## src/rtl/ascon_spi_loader.sv

```systemverilog
// ascon_spi_loader: SPI mode-0 slave loading key/text/AD registers, state words and start pulses for the ascon core
// Optional: define ASCON_SPI_READBACK_EN to read S_0..S_4_reg back over spi_miso (opcode 100).
// Ports: clk, rst_n (async, active-low); spi_sclk/spi_cs_n/spi_mosi/spi_miso SPI pins;
//   S_0_reg..S_4_reg readback source; reg0/1/2_128b key/text/AD; operation_mode/operation_ready start;
//   state_shift_en/sel/lsb serial state load; frame_err malformed-frame pulse.
module ascon_spi_loader #(
  parameter int SYNC_STAGES = 2,
  parameter int REG_W = 128,
  parameter int STATE_W = 64
) (
  input  logic               clk,
  input  logic               rst_n,
  input  logic               spi_sclk,
  input  logic               spi_cs_n,
  input  logic               spi_mosi,
  output logic               spi_miso,
  input  logic [STATE_W-1:0] S_0_reg,
  input  logic [STATE_W-1:0] S_1_reg,
  input  logic [STATE_W-1:0] S_2_reg,
  input  logic [STATE_W-1:0] S_3_reg,
  input  logic [STATE_W-1:0] S_4_reg,
  output logic [REG_W-1:0]   reg0_128b,
  output logic [REG_W-1:0]   reg1_128b,
  output logic [REG_W-1:0]   reg2_128b,
  output logic [2:0]         operation_mode,
  output logic               operation_ready,
  output logic               state_shift_en,
  output logic [2:0]         state_shift_sel,
  output logic               state_shift_lsb,
  output logic               frame_err
);
  localparam logic [7:0] REG_END = 8'(8 + REG_W);
  localparam logic [7:0] ST_END = 8'(8 + STATE_W);
`ifdef ASCON_SPI_READBACK_EN
  localparam bit RB = 1'b1;
`else
  localparam bit RB = 1'b0;
`endif
  typedef enum logic [2:0] {IDLE, CMD, WREG, WSTATE, START, RSTATE, IGNORE} state_t;
  state_t state, dec;
  logic [SYNC_STAGES-1:0] sclk_q, cs_q, mosi_q;
  logic sclk_d, cs_d;
  logic sclk_s, cs_s, mosi_s, sclk_rise, sclk_fall, cs_rise, cs_fall, bit_ok;
  logic [7:0] bit_cnt, cmd, nxt_cmd;
  logic [REG_W-1:0] shadow;
  assign sclk_s = sclk_q[SYNC_STAGES-1];
  assign cs_s = cs_q[SYNC_STAGES-1];
  assign mosi_s = mosi_q[SYNC_STAGES-1];
  assign sclk_rise = sclk_s & ~sclk_d;
  assign sclk_fall = ~sclk_s & sclk_d;
  assign cs_rise = cs_s & ~cs_d;
  assign cs_fall = ~cs_s & cs_d;
  // a clock edge seen together with the chip-select release belongs to no frame
  assign bit_ok = sclk_rise & ~cs_s;
  assign nxt_cmd = {cmd[6:0], mosi_s};
  always_comb
    dec = nxt_cmd[7:5] == 3'b001 && nxt_cmd[4:2] <= 3'd2 ? WREG :
          nxt_cmd[7:5] == 3'b010 && nxt_cmd[4:2] <= 3'd4 ? WSTATE :
          nxt_cmd[7:5] == 3'b011 ? START :
          RB && nxt_cmd[7:5] == 3'b100 && nxt_cmd[4:2] <= 3'd4 ? RSTATE : IGNORE;
  // cs sync resets low so a reset released mid-frame waits for a fresh cs_n fall
  always_ff @(posedge clk or negedge rst_n)
    if (!rst_n) begin
      sclk_q <= '0;
      cs_q <= '0;
      mosi_q <= '0;
      sclk_d <= 1'b0;
      cs_d <= 1'b0;
      state <= IDLE;
      bit_cnt <= '0;
      cmd <= '0;
      shadow <= '0;
      reg0_128b <= '0;
      reg1_128b <= '0;
      reg2_128b <= '0;
      operation_mode <= '0;
      operation_ready <= 1'b0;
      state_shift_en <= 1'b0;
      state_shift_sel <= '0;
      state_shift_lsb <= 1'b0;
      frame_err <= 1'b0;
    end else begin
      sclk_q <= {sclk_q[SYNC_STAGES-2:0], spi_sclk};
      cs_q <= {cs_q[SYNC_STAGES-2:0], spi_cs_n};
      mosi_q <= {mosi_q[SYNC_STAGES-2:0], spi_mosi};
      sclk_d <= sclk_s;
      cs_d <= cs_s;
      operation_ready <= 1'b0;
      state_shift_en <= 1'b0;
      frame_err <= 1'b0;
      if (cs_rise) begin
        state <= IDLE;
        frame_err <= state == CMD || state == IGNORE ||
                     (state == WREG && bit_cnt != REG_END) ||
                     (state == WSTATE && bit_cnt < ST_END) ||
                     (state == START && bit_cnt != 8'd8);
        if (state == WREG && bit_cnt == REG_END && cmd[4:2] == 3'd0) reg0_128b <= shadow;
        if (state == WREG && bit_cnt == REG_END && cmd[4:2] == 3'd1) reg1_128b <= shadow;
        if (state == WREG && bit_cnt == REG_END && cmd[4:2] == 3'd2) reg2_128b <= shadow;
        if (state == START && bit_cnt == 8'd8) begin
          operation_mode <= cmd[4:2];
          operation_ready <= 1'b1;
        end
      end else if (state == IDLE) begin
        if (cs_fall) begin
          state <= CMD;
          bit_cnt <= '0;
        end
      end else if (bit_ok) begin
        bit_cnt <= bit_cnt == 8'hFF ? bit_cnt : bit_cnt + 8'd1;
        if (state == CMD) begin
          cmd <= nxt_cmd;
          if (bit_cnt == 8'd7) state <= dec;
        end
        if (state == WREG && bit_cnt < REG_END) shadow <= {shadow[REG_W-2:0], mosi_s};
        if (state == WSTATE && bit_cnt < ST_END) begin
          state_shift_en <= 1'b1;
          state_shift_sel <= cmd[4:2];
          state_shift_lsb <= mosi_s;
        end
      end
    end
`ifdef ASCON_SPI_READBACK_EN
  logic [STATE_W-1:0] snap;
  // the fall right after the command byte presents the MSB, so shifting starts one fall later
  always_ff @(posedge clk or negedge rst_n)
    if (!rst_n)
      snap <= '0;
    else if (state == CMD && bit_ok && bit_cnt == 8'd7 && dec == RSTATE)
      snap <= nxt_cmd[4:2] == 3'd0 ? S_0_reg :
              nxt_cmd[4:2] == 3'd1 ? S_1_reg :
              nxt_cmd[4:2] == 3'd2 ? S_2_reg :
              nxt_cmd[4:2] == 3'd3 ? S_3_reg : S_4_reg;
    else if (state == RSTATE && sclk_fall && bit_cnt > 8'd8)
      snap <= snap << 1;
  assign spi_miso = state == RSTATE && !cs_s && snap[STATE_W-1];
`else
  logic unused;
  assign unused = ^{S_0_reg, S_1_reg, S_2_reg, S_3_reg, S_4_reg, sclk_fall};
  assign spi_miso = 1'b0;
`endif
endmodule

```

## config.mk

```make
export PLATFORM = sky130hd
export DESIGN_NAME = ascon_spi_loader
export DESIGN_NICKNAME = d
export VERILOG_FILES = /design/src/rtl/ascon_spi_loader.sv
export SDC_FILE = /design/constraint.sdc
export NUM_CORES = 1
export LEC_CHECK = 0
export CORE_AREA = 2 2 284 286
export DETAILED_ROUTE_END_ITERATION = 7
export DIE_AREA = 0 0 286 288
export HOLD_SLACK_MARGIN = 0.03
export PLACE_DENSITY = 0.6
export REMOVE_ABC_BUFFERS = 1
export SLEW_MARGIN = 20
export SYNTH_ARGS = -nofsm -noshare
export SYNTH_HDL_FRONTEND = slang
export SYNTH_SLANG_ARGS = --single-unit
```

## constraint.sdc

```tcl
create_clock -name clk -period 2.5 [get_ports clk]
set_clock_uncertainty 0.15 [all_clocks]
set_input_delay 0.375 -clock clk [delete_from_list [all_inputs] [get_ports clk]]
set_output_delay 0.375 -clock clk [all_outputs]
set_load 0.02 [all_outputs]
```

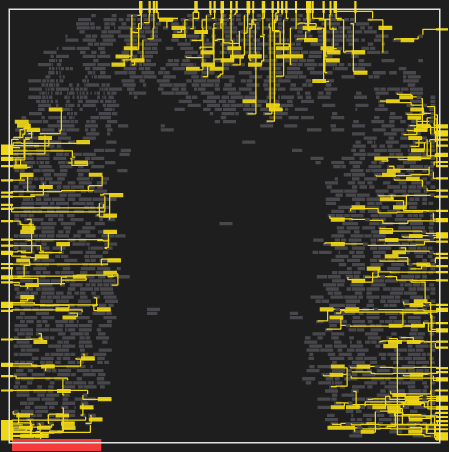
run_1/port_nets.png
Scale: 1.5 px per um.
legend:
  red:
    port: S_0_reg
    bits: 64
    direction: input
    end_cells: 0
    buffers: 0
  yellow:
    port: reg0_128b
    bits: 128
    direction: output
    end_cells: 128
    buffers: 128
    wire: 6,350 um
input/output buffers: 398
Top Ports: 720

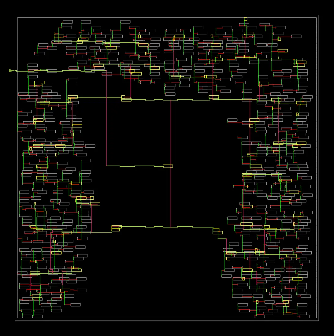
run_1/final_clocks.png
clk_lat worst skew: 0.62 ns
# clock sinks: 548
num sequential: 548
Clk. pwr: 0.00906 W
clkbuf count: 82

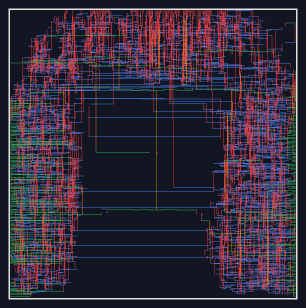
run_1/metal_stack.png
Scale: 1 px per um.
legend:
  blue:
    layer: met1
    wire_length: 26.5 mm
  orange:
    layer: met4
    wire_length: 1,250 um
  green:
    layer: met3
    wire_length: 5,360 um
  red:
    layer: met2
    wire_length: 26.0 mm
Routed WL: 59.06 mm
GRT Total Usage: 13.34%
via count: 12,477

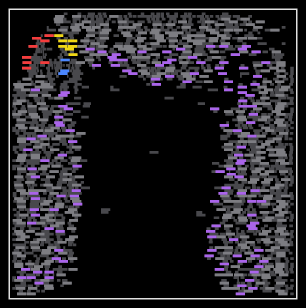
run_1/registers.png
Scale: 1 px per um. Other sequential cells in the stronger gray, the rest of the logic in the fainter gray.
legend:
  yellow:
    signal: cmd
    placed_flops: 7
    where: upper left
  red:
    signal: bit_cnt
    placed_flops: 8
    where: upper left
  blue:
    signal: state
    placed_flops: 3
  purple:
    signal: shadow
    placed_flops: 128
    where: widely spread
not colored: 402
fraction of area in registers: 44.49%
Sequential Power: 0.00906 W
FF+latch area: 13,710 um^2

==> reports/results.ini, run 1 <==
[clock_network]
clkTransAtPathRegs_ns = 0.06
cts_setup_buffers = 9
cts_root_buf = clkbuf_16
htreeDepth = 2

[yosys]
yosys.area.top_type_share_pct = 62.97
edf_count = 0
mux_share_pct = 30.69
ys_sh_xor_pct = 0
ys.flops = 548
ys_cells = 1234
ys_sh_simple_pct = 1.793
logic_family = multiplexers
ys_sh_aoi_pct = 0.8274
synthCells = 1234
yosys_warnings = 0

[pwr]
p_leak_nw = 14.35
power.density_nw_per_um2 = 605.3
seq_power_share_pct = 48.5
combPwrFrac_pct = 2.9
clkPwrFrac_pct = 48.6
maxPowerGroup = registers
power_w = 0.01866
p_int_w = 0.01454

[layout]
nonClockBufferCount = 526
clock_cell_area_share_pct = 6.645
drive_above_1_share_pct = 41.52
diodes = 6
largestClassByArea = registers
num-nonclk-inverters = 6
finalNonFillerCells = 2877
final-nonclk-buf-share_pct = 19.18
design_area_um2 = 30820

[detailed_routing]
wl_met1_mm = 26.48
wl_met3_mm = 5.360
highest_layer = met4
drt-initial-drc-count = 552
vias_per_cell = 4.337
route.detailed.wl_per_inst_um = 20.53
drc = 0
met2WireLength_mm = 25.97

[placed_design]
post-dp-hpwl_mm = 38.22
dp_slack_ns = -0.2009

[grt]
grt_pass1_vias = 13279
use_met1_pct = 17.98
met3_usage_pct = 5.452

[critical_path]
worstSetupStartpointType = flip-flop
critPathMaxFanout = 8
arrival_ns = 2.91
crit_slowest_cell = or3_4
required_ns = 2.85
crit_chain = or3_4, or3_4, buf_6, nor3_4, buf_6, buf_12, clkbuf_16, mux2_4
critical_path_cell_count = 8

[final_timing]
rsz0062_at_grt = true
tightest_slew_ns = 0.4964
setup_slack_ns = -0.06667
setup_viol = 190

[run]
warnings = 349
max-cap-violations = 0

[hold_path]
worstHoldPathType = in -> async

[die]
coreArea_um2 = 79640
dieArea_um2 = 82370

[outcome]
status = finished with violations
violations = setup timing

-- run 1: worst max path at each step --
stage,start,end,slack [ns]
floorplan,bit_cnt[4],reg2_128b[0],-8.67
global placement,bit_cnt[4],reg0_128b[121],-0.18
detailed placement,bit_cnt[4],reg0_128b[121],-0.20
CTS,bit_cnt[4],reg0_128b[119],-0.09
global route,bit_cnt[4],reg2_128b[102],-0.15
finish,bit_cnt[4],reg2_128b[90],-0.07
-- run 1: cells in the mapped netlist, drive strengths merged, types with 4 or more instances --
cell / n
a21oi: 6
buf: 47
clkbuf: 15
dfrtp: 548
ha: 4
inv: 6
mux2: 526
nand2: 12
nand3: 6
nor2: 8
nor3: 6
o21ai: 4
or3: 4
==> run 2: changes to the inputs <==
- SKIP_CTS_REPAIR_TIMING: not set -> 1
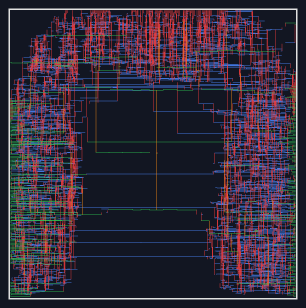
run_2/metal_stack.png
Scale: 1 px per um.
Avg WL per Cell: 19.89 um
via count: 12,373
Routed WL: 56.92 mm
GRT Total Usage: 12.93%

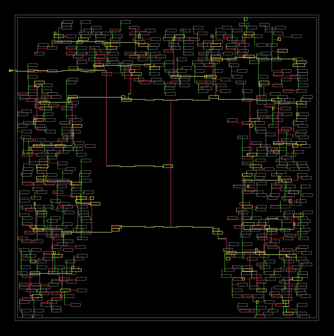
run_2/final_clocks.png
cts bufs inserted: 60
clk_lat worst skew: 0.61 ns
Clk. pwr: 0.00905 W

==> reports/results.ini, run 2 <==
[layout]
clock_cell_area_share_pct = 6.776
final-nonclk-buf-share_pct = 18.67
drive_above_1_share_pct = 41.08
finalNonFillerCells = 2861
diodes = 2
flops = 548
design_area_um2 = 30230
clock_buffers = 82
num-nonclk-inverters = 6

[final_timing]
tightest_slew_ns = 0.5128
setup_viol = 217
rsz0062_at_grt = true
setup_slack_ns = -0.05433

[yosys]
yosys_warnings = 0
ys_cells = 1234
logic_family = multiplexers
ys_sh_aoi_pct = 0.8274
mux_share_pct = 30.69
edf_count = 0
ys_sh_xor_pct = 0
synth.most_common_cell = dfrtp_1
ys_sh_simple_pct = 1.793

[outcome]
violations = setup timing
status = finished with violations

[pwr]
seq_power_share_pct = 48.6
seq_power_w = 0.00905
maxPowerGroup = registers
power.density_nw_per_um2 = 616.7
combPwrFrac_pct = 2.9

[hold_path]
worstHoldPathType = in -> reg

[placed_design]
dp_slack_ns = -0.2009
port_buffers = 398

[clock_network]
cts_sinks = 548
htreeDepth = 2
cts_root_buf = clkbuf_16

[die]
io-pin-count = 720

[critical_path]
worstSetupStartpointType = flip-flop
crit_slowest_cell = or3_4
arrival_ns = 2.90
required_ns = 2.85
critPathMaxFanout = 8

[detailed_routing]
vias_per_cell = 4.325
drc = 0

[run]
warnings = 348

[grt]
grt_pass1_vias = 13112

==> run 2: cell counts after synthesis <==
No cell type changed its count.
==> run 2: layer usage <==
metal / vias to the layer above / routed length (um) / GRT usage, %
met5: - / 0 / 0
met3: 74 / 5286 / 5.246
met1: 6433 / 25460 / 17.48
met4: 0 / 1144 / 3.024
met2: 416 / 25020 / 19.32
li1: 5450 / - / -
==> run 2: worst paths after layout <==
check / from / cells after the start / endpoint / slack (ns)
min in group asynchronous: rst_n / 2 / reg0_128b[37] / 0.13
max in group asynchronous: rst_n / 3 / cmd[6] / 1.11
min: spi_mosi / 1 / mosi_q[0] / 0.07
max reg2reg: bit_cnt[4] / 7 / reg0_128b[47] / -0.05
min reg2reg: mosi_q[0] / 0 / mosi_q[1] / 0.20
max: bit_cnt[4] / 7 / reg0_128b[47] / -0.05
==> run 3: changes to the inputs <==
- clock period: 2.5 -> 2.2 ns (I/O delays scaled with it)
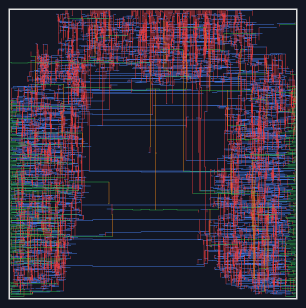
run_3/metal_stack.png
Scale: 1 px per um.
legend:
  blue:
    layer: met1
    wire_length: 28.9 mm
  green:
    layer: met3
    wire_length: 4,740 um
  orange:
    layer: met4
    wire_length: 1,460 um
  red:
    layer: met2
    wire_length: 27.3 mm
via count: 12,741
Routed WL: 62.40 mm
Avg WL per Cell: 21.41 um
GRT Total Usage: 13.13%

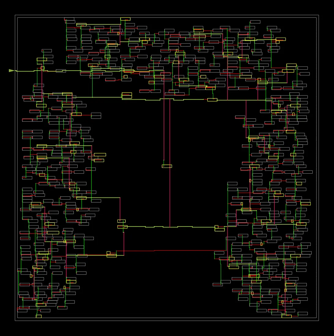
run_3/final_clocks.png
clkbuf count: 84
Clk. pwr: 0.0102 W
clk_lat worst skew: 0.62 ns
cts bufs inserted: 58

==> reports/results.ini, run 3 <==
[detailed_routing]
wl_met3_mm = 4.744
drt-initial-drc-count = 556
highest_layer = met4
met2WireLength_mm = 27.26
vias_per_cell = 4.372
wl_met1_mm = 28.93
drc = 0

[yosys]
ys_cells = 1234
yosys.area.top_type_share_pct = 62.97
synth.most_common_cell = dfrtp_1
synthCells = 1234
edf_count = 0
ys.flops = 548
yosys_warnings = 0
top_cells_by_count = dfrtp_1, mux2_2, mux2_4

[critical_path]
endpoint = reg0_128b[89]
r2r_cells = 7
worstSetupStartpointType = flip-flop
rrSetupSlack_ns = -0.42
arrival_ns = 2.95
crit_slowest_cell = or3_4
critPathMaxFanout = 8
crit_chain = or3_4, or3_4, nor4b_4, buf_6, buf_12, clkbuf_16, mux2_4
rr_endpoint = reg0_128b[89]
timing.rr.start = bit_cnt[4]
required_ns = 2.53
crit_family = simple AND/OR/NAND/NOR gates
worstSetupStartpoint = bit_cnt[4]
critical_path_cell_count = 7

[grt]
grt_pass1_vias = 13097
use_met1_pct = 18.36
top_usage_layer = met2
grt_util_met2_pct = 19.41
met3_usage_pct = 4.628

[outcome]
status = finished with violations
violations = setup timing

[pwr]
power.density_nw_per_um2 = 666.4
power_w = 0.02122
seq_power_share_pct = 48.4
p_int_w = 0.01656
peakVddDrop_v = 0.0005376
combPwrFrac_pct = 3.4
clkPwrFrac_pct = 48.2
p_leak_nw = 14.78
seq_power_w = 0.0103

[layout]
diodes = 2
final-nonclk-buf-share_pct = 21.15
num-nonclk-inverters = 6
design_area_um2 = 31850
drive_above_1_share_pct = 43.47
seq_share_pct = 43.06
largestClassByArea = registers
clock_cell_area_share_pct = 6.270
finalNonFillerCells = 2914
nonClockBufferCount = 576
seq_area_um2 = 13710
flops = 548

[die]
coreArea_um2 = 79640
io-pin-count = 720
dieArea_um2 = 82370

[clock_network]
htreeDepth = 2
clkTransAtPathRegs_ns = 0.06
cts_sinks = 548

[run]
max-cap-violations = 0
warnings = 348

[placed_design]
port_buffers = 398
post-dp-hpwl_mm = 39.82

[final_timing]
setup_slack_ns = -0.4151
relSlewSlack_pct = 61.16
setup_viol = 400
tightest_slew_ns = 0.5773

[hold_path]
worstHoldPathType = in -> async

-- run 3: cell types whose count changed in the layout (fill, tap and decap cells not counted), sizes merged --
cell | before | now
clkbuf | 93 | 114
inv | 10 | 9
buf | 104 | 145
clkinv | 18 | 10
dlygate4sd3 | 2 | 4
clkinvlp | 3 | 1
-- run 3: cell families (layout without fill, tap and decap cells) --
family	count (synthesis)	after routing	share of synthesized area [%]
DFF	548	548	62.97
muxes	527	527	30.69
buffers and inverters	68	686	3.465
other	1	3	0.01722
AOI/OAI and AO/OA	25	25	0.8275
adders and majority gates	4	4	0.2298
and+or+nand+nor	61	61	1.793
Power figures rest on the tool's default switching activity, not on a simulated workload.
